<file path="src/rtl/controller_pkg.sv">
// Shared constants for the multicycle control unit: opcodes, ALU codes, states,
// instruction field positions and the per-cycle control word.
package controller_pkg;

    localparam int unsigned STATE_W = 4;

    localparam logic [3:0] OP_ALU   = 4'b0000;
    localparam logic [3:0] OP_LOAD  = 4'b0110;
    localparam logic [3:0] OP_STORE = 4'b0111;
    localparam logic [3:0] OP_PUSH  = 4'b1001;
    localparam logic [3:0] OP_RET   = 4'b1010;
    localparam logic [3:0] OP_POP   = 4'b1011;
    localparam logic [3:0] OP_JMP   = 4'b1100;
    localparam logic [3:0] OP_CALL  = 4'b1101;

    localparam logic [2:0] FN_PASS = 3'b000;
    localparam logic [2:0] FN_ADD  = 3'b001;
    localparam logic [2:0] FN_SUB  = 3'b010;
    localparam logic [2:0] FN_AND  = 3'b011;
    localparam logic [2:0] FN_OR   = 3'b100;
    localparam logic [2:0] FN_XOR  = 3'b101;
    localparam logic [2:0] FN_INC  = 3'b110;
    localparam logic [2:0] FN_DEC  = 3'b111;

    localparam logic [STATE_W-1:0] S_F0 = 4'd0;
    localparam logic [STATE_W-1:0] S_F1 = 4'd1;
    localparam logic [STATE_W-1:0] S_F2 = 4'd2;
    localparam logic [STATE_W-1:0] S_E0 = 4'd3;
    localparam logic [STATE_W-1:0] S_E1 = 4'd4;
    localparam logic [STATE_W-1:0] S_E2 = 4'd5;
    localparam logic [STATE_W-1:0] S_E3 = 4'd6;
    localparam logic [STATE_W-1:0] S_E4 = 4'd7;
    localparam logic [STATE_W-1:0] S_E5 = 4'd8;

    localparam int unsigned OP_HI   = 15;
    localparam int unsigned OP_LO   = 12;
    localparam int unsigned RD_HI   = 11;
    localparam int unsigned RD_LO   = 9;
    localparam int unsigned RS_HI   = 8;
    localparam int unsigned RS_LO   = 6;
    localparam int unsigned F_HI    = 5;
    localparam int unsigned F_LO    = 3;
    localparam int unsigned COND_HI = 11;
    localparam int unsigned COND_LO = 9;

    typedef struct packed {
        logic [2:0] funsel;
        logic       lsp;
        logic       lpc;
        logic       lmdr;
        logic       lmar;
        logic       lisr;
        logic       ly;
        logic       wrr;
        logic       mrw;
        logic [2:0] rsel;
        logic       spmar;
        logic       pcmar;
        logic       mdrz;
        logic       mdrm;
        logic       tr;
        logic       tsp;
        logic       tpc;
        logic       tmdr;
        logic       tisr;
    } ctl_t;

    // Final execute step of each multi-step opcode; after it the FSM refetches.
    function automatic logic [STATE_W-1:0] last_step(input logic [3:0] op);
        case (op)
            OP_ALU, OP_JMP:          last_step = S_E1;
            OP_LOAD, OP_STORE:       last_step = S_E2;
            OP_PUSH, OP_RET, OP_POP: last_step = S_E3;
            OP_CALL:                 last_step = S_E5;
            default:                 last_step = S_E0;
        endcase
    endfunction

endpackage

</file>
<file path="src/rtl/controller_cond_eval.sv">
// Branch condition: selected status flag, optionally inverted by cond[2].
module cond_eval (
    input  logic [2:0] cond,
    input  logic [3:0] sreg,
    output logic       take
);

    assign take = sreg[cond[1:0]] ^ cond[2];

endmodule

</file>
<file path="src/rtl/controller.sv">
// Hardwired fetch/decode/execute sequencer for the 16-bit CPU datapath.
// Control outputs are decoded combinationally from state, isr and sreg.
module controller
    import controller_pkg::*;
(
    input  logic        clk,
    input  logic        reset,
    input  logic [15:0] isr,
    input  logic [3:0]  sreg,
    output logic [2:0]  funsel,
    output logic        lsp,
    output logic        lpc,
    output logic        lmdr,
    output logic        lmar,
    output logic        lisr,
    output logic        ly,
    output logic        wrr,
    output logic        mrw,
    output logic [2:0]  rsel,
    output logic        spmar,
    output logic        pcmar,
    output logic        mdrz,
    output logic        mdrm,
    output logic        tr,
    output logic        tsp,
    output logic        tpc,
    output logic        tmdr,
    output logic        tisr
);

    logic [STATE_W-1:0] state;
    logic [STATE_W-1:0] next_state;
    logic [3:0]         op;
    logic [2:0]         rd;
    logic [2:0]         rs;
    logic [2:0]         f;
    logic               take;
    ctl_t               ctl;
    ctl_t               ctl_out;
    logic               unused_isr;

    assign op         = isr[OP_HI:OP_LO];
    assign rd         = isr[RD_HI:RD_LO];
    assign rs         = isr[RS_HI:RS_LO];
    assign f          = isr[F_HI:F_LO];
    assign unused_isr = ^isr[2:0];

    cond_eval u_cond_eval (
        .cond (isr[COND_HI:COND_LO]),
        .sreg (sreg),
        .take (take)
    );

    always_ff @(posedge clk or negedge reset) begin
        if (!reset) state <= S_F0;
        else        state <= next_state;
    end

    always_comb begin
        next_state = state;
        ctl        = '0;
        case (state)
            S_F0: begin
                ctl.pcmar  = 1'b1;
                ctl.lmar   = 1'b1;
                next_state = S_F1;
            end
            S_F1: begin
                ctl.mdrm   = 1'b1;
                ctl.lmdr   = 1'b1;
                ctl.tpc    = 1'b1;
                ctl.funsel = FN_INC;
                ctl.lpc    = 1'b1;
                next_state = S_F2;
            end
            // Branch outcome is committed here; execute steps never look at sreg.
            S_F2: begin
                ctl.tmdr   = 1'b1;
                ctl.lisr   = 1'b1;
                case (op)
                    OP_ALU, OP_LOAD, OP_STORE,
                    OP_PUSH, OP_RET, OP_POP:   next_state = S_E0;
                    OP_JMP, OP_CALL:           next_state = take ? S_E0 : S_F0;
                    default:                   next_state = S_F0;
                endcase
            end
            S_E0, S_E1, S_E2, S_E3, S_E4, S_E5: begin
                next_state = (state == last_step(op)) ? S_F0 : state + STATE_W'(1);
                case (op)
                    OP_ALU: begin
                        ctl.tr = 1'b1;
                        if (state == S_E0) begin
                            ctl.rsel = rs;
                            ctl.ly   = 1'b1;
                        end else begin
                            ctl.rsel   = rd;
                            ctl.funsel = f;
                            ctl.wrr    = 1'b1;
                        end
                    end
                    OP_LOAD, OP_STORE: begin
                        case (state)
                            S_E0: begin
                                ctl.rsel = rs;
                                ctl.tr   = 1'b1;
                                ctl.lmar = 1'b1;
                            end
                            S_E1: begin
                                if (op == OP_LOAD) begin
                                    ctl.mdrm = 1'b1;
                                end else begin
                                    ctl.rsel = rd;
                                    ctl.tr   = 1'b1;
                                    ctl.mdrz = 1'b1;
                                end
                                ctl.lmdr = 1'b1;
                            end
                            default: begin
                                if (op == OP_LOAD) begin
                                    ctl.tmdr = 1'b1;
                                    ctl.rsel = rd;
                                    ctl.wrr  = 1'b1;
                                end else begin
                                    ctl.mrw = 1'b1;
                                end
                            end
                        endcase
                    end
                    OP_PUSH: begin
                        case (state)
                            S_E0: begin
                                ctl.tsp    = 1'b1;
                                ctl.funsel = FN_DEC;
                                ctl.lsp    = 1'b1;
                            end
                            S_E1: begin
                                ctl.spmar = 1'b1;
                                ctl.lmar  = 1'b1;
                            end
                            S_E2: begin
                                ctl.rsel = rd;
                                ctl.tr   = 1'b1;
                                ctl.mdrz = 1'b1;
                                ctl.lmdr = 1'b1;
                            end
                            default: ctl.mrw = 1'b1;
                        endcase
                    end
                    OP_RET, OP_POP: begin
                        case (state)
                            S_E0: begin
                                ctl.spmar = 1'b1;
                                ctl.lmar  = 1'b1;
                            end
                            S_E1: begin
                                ctl.mdrm = 1'b1;
                                ctl.lmdr = 1'b1;
                            end
                            S_E2: begin
                                ctl.tsp    = 1'b1;
                                ctl.funsel = FN_INC;
                                ctl.lsp    = 1'b1;
                            end
                            default: begin
                                ctl.tmdr = 1'b1;
                                if (op == OP_RET) begin
                                    ctl.lpc = 1'b1;
                                end else begin
                                    ctl.rsel = rd;
                                    ctl.wrr  = 1'b1;
                                end
                            end
                        endcase
                    end
                    OP_JMP: begin
                        if (state == S_E0) begin
                            ctl.tpc = 1'b1;
                            ctl.ly  = 1'b1;
                        end else begin
                            ctl.tisr   = 1'b1;
                            ctl.funsel = FN_ADD;
                            ctl.lpc    = 1'b1;
                        end
                    end
                    OP_CALL: begin
                        case (state)
                            S_E0: begin
                                ctl.tsp    = 1'b1;
                                ctl.funsel = FN_DEC;
                                ctl.lsp    = 1'b1;
                            end
                            S_E1: begin
                                ctl.spmar = 1'b1;
                                ctl.lmar  = 1'b1;
                            end
                            S_E2: begin
                                ctl.tpc  = 1'b1;
                                ctl.mdrz = 1'b1;
                                ctl.lmdr = 1'b1;
                            end
                            S_E3: ctl.mrw = 1'b1;
                            S_E4: begin
                                ctl.tpc = 1'b1;
                                ctl.ly  = 1'b1;
                            end
                            default: begin
                                ctl.tisr   = 1'b1;
                                ctl.funsel = FN_ADD;
                                ctl.lpc    = 1'b1;
                            end
                        endcase
                    end
                    default: ;
                endcase
            end
            default: next_state = S_F0;
        endcase
    end

    // Reset blanks every strobe at once so an aborted instruction cannot write.
    assign ctl_out = reset ? ctl : '0;

    assign funsel = ctl_out.funsel;
    assign lsp    = ctl_out.lsp;
    assign lpc    = ctl_out.lpc;
    assign lmdr   = ctl_out.lmdr;
    assign lmar   = ctl_out.lmar;
    assign lisr   = ctl_out.lisr;
    assign ly     = ctl_out.ly;
    assign wrr    = ctl_out.wrr;
    assign mrw    = ctl_out.mrw;
    assign rsel   = ctl_out.rsel;
    assign spmar  = ctl_out.spmar;
    assign pcmar  = ctl_out.pcmar;
    assign mdrz   = ctl_out.mdrz;
    assign mdrm   = ctl_out.mdrm;
    assign tr     = ctl_out.tr;
    assign tsp    = ctl_out.tsp;
    assign tpc    = ctl_out.tpc;
    assign tmdr   = ctl_out.tmdr;
    assign tisr   = ctl_out.tisr;

endmodule

</file>
<file path="config.mk">
export PLATFORM = sky130hd
export DESIGN_NAME = controller
export DESIGN_NICKNAME = d
export VERILOG_FILES = /design/src/rtl/controller_pkg.sv /design/src/rtl/controller_cond_eval.sv /design/src/rtl/controller.sv
export SDC_FILE = /design/constraint.sdc
export NUM_CORES = 1
export LEC_CHECK = 0
export CORE_ASPECT_RATIO = 0.9
export CORE_MARGIN = 2
export CORE_UTILIZATION = 37
export CTS_CLUSTER_SIZE = 10
export DETAILED_ROUTE_END_ITERATION = 7
export GPL_TIMING_DRIVEN = 0
export PLACE_DENSITY_LB_ADDON = 0.12
export SETUP_SLACK_MARGIN = 0.4
export SKIP_LAST_GASP = 1
export SLEW_MARGIN = 20
export SYNTH_ARGS = -nofsm -noshare
export SYNTH_HDL_FRONTEND = slang
export SYNTH_SLANG_ARGS = --single-unit
</file>
<file path="constraint.sdc">
create_clock -name clk -period 3.7 [get_ports clk]
set_clock_uncertainty 0.05 [all_clocks]
set_input_delay 0.555 -clock clk [delete_from_list [all_inputs] [get_ports clk]]
set_output_delay 0.555 -clock clk [all_outputs]
set_load 0.05 [all_outputs]
</file>
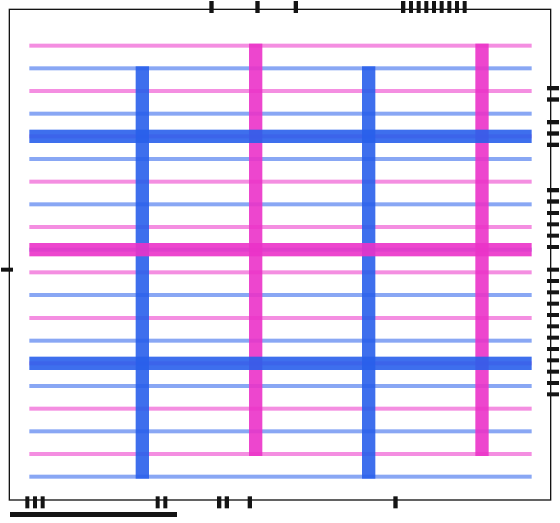
Figure 1: PDN straps and rails.
Bar = 20 um. Pins as bars on the die edge.
[VSS] blue
[VDD] magenta
rows: 19
met1 rails: 20
met5 straps: 3
signal pins: 45

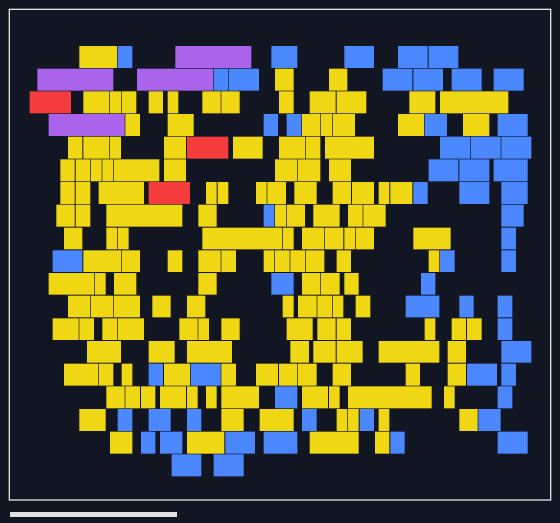
Figure 2: cells colored by class.
Bar = 20 um.
[clock-net drivers] red | cells: 3 | share of their area: 2.4%
[remaining buffers and delay cells] blue | cells: 57 | share of their area: 26%
[sequential cells] purple | cells: 4 | share of their area: 5.9%
[remaining logic cells] yellow | cells: 152 | share of their area: 65%

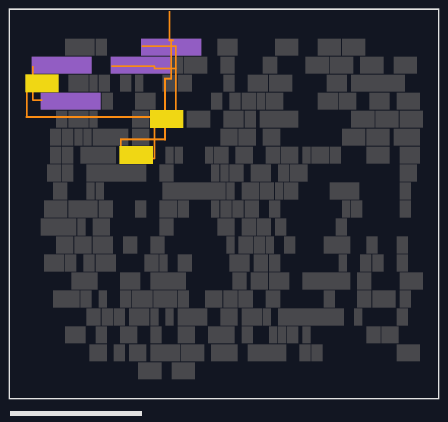
Figure 3: routed clock nets over the placement.
Bar = 20 um.
[clock wires] orange | length: 99.1 um
[clock-net drivers] yellow | count: 3
[flip-flops] purple | count: 4
routed clock nets: 4
flops lie: north-west

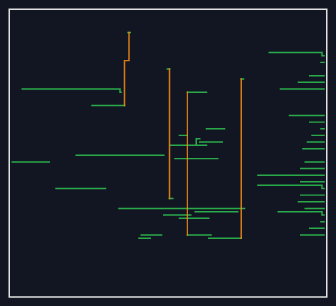
Figure 4: metal layers overlaid.
Two of the layers only.
[M4] orange | wire length: 104 um
[M3] green | wire length: 284 um

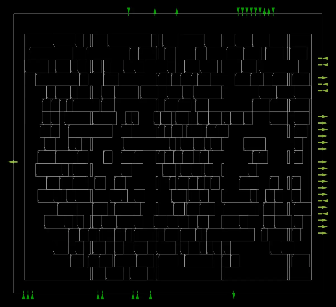
Figure 5: cell placement.
fillcell total: 313
flip-flop and latch count: 4
final cell count without fillers: 258
Core Util, Final: 56.0%

==> job_summary.md <==
### Metrics collected by this job

| Metric | Value |
|---|---|
| Status | `completed` |
| CP required | `3090 ps` |
| Seq cells post-synth | `4` |
| Initial DRT Pass Iterations | `4` |
| Final net count | `244` |
| Seq pwr share | `9.1%` |
| Global route overflow | `0` |
| Worst path slowest cell | `nor4_2` |
| Reg2Reg Depth | `7` |
| Final setup violation count | `0` |
| Synth Instances | `172` |
| Dominant flop cell | `dfrtp_1` |
| Clock sink count | `4` |
| P_sw | `0.000498 W` |
| Multi-input combinational cell area | `1090 sq um` |
| Ports | `45` |
| Critical path origin | `isr[14]` |
| Clk_lat worst skew | `220 ps` |
| Syn. warnings | `0` |
| Synthesized area | `1230 sq um` |
| Tool Warnings | `34` |
| Total of max-cap violations | `0` |
| Regs by FF count | `state: 4 flops` |
| Max_slew headroom | `55.6%` |
| Maximum number of pins on one net before global-route repair | `13` |
| Startpoint Class | `input port` |
| Root buffer cell | `clkbuf_8` |
| Register share after synthesis | `8.15%` |
| Maximum vdd ir drop | `0.409 mV` |
| Antenna Violating Nets Remaining | `0` |
| Leakage power | `0.671 nW` |
| DR vias/cell | `5.88` |
| Total Neg Setup Slack | `0 ps` |
| Total global-route track usage | `24.0%` |
| First-pass GRT wire length | `7180 um` |
| CP endpoint kind | `primary output` |
| Initial detailed-routing violation count | `85` |
| H-tree levels | `1` |
| Final Hold Viols | `0` |
| Yosys stat area | `1230 sq um` |
| Vias in the first global route | `1461` |
| Cycle use final | `91.0%` |
| Largest reg by FF count | `state` |
| Die Y | `58.7 um` |
| Count of library flops with an enable pin | `0` |
| Flop area | `100 sq um` |
| Clock power frac | `10.6%` |
| Crit path kind | `input port to primary output` |
| WL/cell | `17.0 um` |
| Syn Area/Cell | `7.14 sq um` |
| Most frequent logic cell in the layout | `clkdlybuf4s50_1` |
| Async set or reset register ratio after synthesis | `100%` |
| Final Max-Slew Violation Tally | `0` |
| HPWL Detailed | `3320 um` |
| Worst EP arrival | `2760 ps` |
| Pwr Density | `494 nW/um^2` |
| RSZ-0062 raised after global routing | `true` |
| Die ar. | `3800 sq um` |
| Unique cell types | `58` |
| GPL Wtd Cong | `0.878` |
| Vias post-DR | `1516` |
| DR DRC count | `0` |
| Combinational power share | `80.3%` |
| Max FFs per register | `4` |
| FP Core Util | `39.5%` |
| Top Layout Cells | `19 x clkdlybuf4s50_1, 14 x buf_2, 13 x nand2_1, 12 x a21oi_1, 12 x nor2_1` |
| # diodes | `0` |
| CTS clk-pin slew, worst paths | `30 ps` |
| Crit path to | `rsel[0]` |
| Min Tclk post-route | `3370 ps` |
| Setup slack, reg-to-reg | `1730 ps` |
| Slowest stage delay, CP | `650 ps` |
| Net Count, Synth | `198` |
| Ys cells | `172` |
| Hold-fix buffers, CTS | `0` |
| Fmax | `297 MHz` |
| Initial antenna violation count | `0` |
| Number of placed instances, taps included | `254` |
| Rows | `19` |
| Cells along the critical path | `clkdlybuf4s50_1 > nor4_2 > a21o_1 > a32oi_1 > a211oi_4 > a22o_1 > clkdlybuf4s18_2` |
| PortBufs | `40` |
| Area growth from synthesis to layout | `42.0%` |
| Sw Share | `57.8%` |
| CTS tree | `done` |
| Core area | `3110 sq um` |
| Die width | `64.7 um` |
| Cts bufs inserted | `3` |
| CP Max Fanout | `5` |
| Worst reg2reg startpoint | `state[0]` |
| Internal cell power | `0.000363 W` |
| DRT Wirelength | `4380 um` |
| Fraction of layout cells with a size suffix above 1 | `27.3%` |
| RR Endpoint | `state[1]` |
| Max Buffers Root-to-Sink | `2` |
| Slew @ Worst Pin | `660 ps` |
| HP Class | `input port to asynchronous set/reset pin` |
[area by class of cell]
class	count	area share, %
buffer	16	5.45
timing repair buffer	41	19.9
tap	42	3.01
sequential	4	5.74
clock buffer	3	2.37
inverter	5	1.08
multi-input combinational	147	62.4
[Yosys cell counts (2+ instances only)]
cell / count / area (sq um)
nand2_1: 15 / 56.3
nor2_1: 13 / 48.8
a21oi_1: 12 / 60.1
buf_2: 9 / 45.0
nand3_1: 6 / 30.0
a211oi_1: 5 / 37.5
and2_1: 5 / 31.3
o21ai_1: 5 / 25.0
a31oi_1: 4 / 25.0
and3_1: 4 / 25.0
dfrtp_1: 4 / 100
ha_1: 4 / 50.1
inv_1: 4 / 15.0
nand3b_1: 4 / 30.0
nand4_1: 4 / 25.0
nor2b_1: 4 / 25.0
nor3_1: 4 / 20.0
o21ai_0: 4 / 20.0
xor2_1: 4 / 35.0
a22o_1: 3 / 26.3
buf_4: 3 / 22.5
nand2b_1: 3 / 18.8
nor4_1: 3 / 18.8
o22ai_1: 3 / 18.8
xnor2_1: 3 / 26.3
a21o_1: 2 / 15.0
and3b_1: 2 / 17.5
clkbuf_1: 2 / 7.51
o21a_1: 2 / 15.0
o21bai_1: 2 / 15.0
o31ai_1: 2 / 15.0
o32ai_1: 2 / 17.5
[per-layer routing]
| metal | wire length (um) | GRT usage, % | up-vias |
|---|---|---|---|
| met1 | 2030 | 34.0 | 705 |
| li1 | - | - | 742 |
| met5 | 0 | 0 | - |
| met3 | 284 | 4.02 | 9 |
| met4 | 104 | 5.17 | 0 |
| met2 | 1970 | 38.4 | 60 |
[repair_timing]
action,in CTS,in global routing
gates resized,60,33
setup endpoints to repair,21,19
buffers inserted,0,1
pin swaps,0,2
[worst max-delay path, delay by kind of cell]
kind	cells	cell delay, ps
AND/OR/NAND/NOR	1	650
buffers and inverters	2	830
AND-OR/OR-AND	4	730
[power by group through the flow]
stage	combinational, W	clock (W)	sequential (W)
global route	0.000758	0.0000960	0.0000811
global placement	0.000659	0	0.0000767
CTS	0.000661	0.0000928	0.0000773
detailed placement	0.000668	0	0.0000775
floorplan	0.000485	0	0.0000728
finish	0.000692	0.0000912	0.0000786
[worst min-delay path by stage]
stage              from  endpoint  cells past startpoint
4_1_cts           reset  state[3]                      1
6_report          reset  state[2]                      1
5_1_grt           reset  state[3]                      1
2_1_floorplan     reset  state[0]                      0
3_3_place_gp   state[1]  state[3]                      4
3_5_place_dp   state[1]  state[3]                      4
[metrics by stage]
step	power (W)	utilization, %	setup WS [ps]	hold WS, ps	area [sq um]
final	0.000862	56.0	333	619	1740
after global routing	0.000936	56.0	274	640	1740
after CTS	0.000831	56.1	294	619	1750
after floorplan	0.000558	-	445	209	1250
after global placement	0.000735	54.6	-170	646	1700
after detailed placement	0.000745	54.6	-158	667	1700
[kinds of logic (layout without fill, tap and decap cells)]
family	count (synthesis)	count (layout)	synth area share [%]
simple gates	73	73	33.2
compound gates	61	61	38.1
buf+inv	21	65	8.86
xor+xnor	7	7	4.99
fa+ha+maj	4	4	4.07
flops	4	4	8.15
mux	2	2	2.65
Power is estimated from default activity; no workload was simulated.
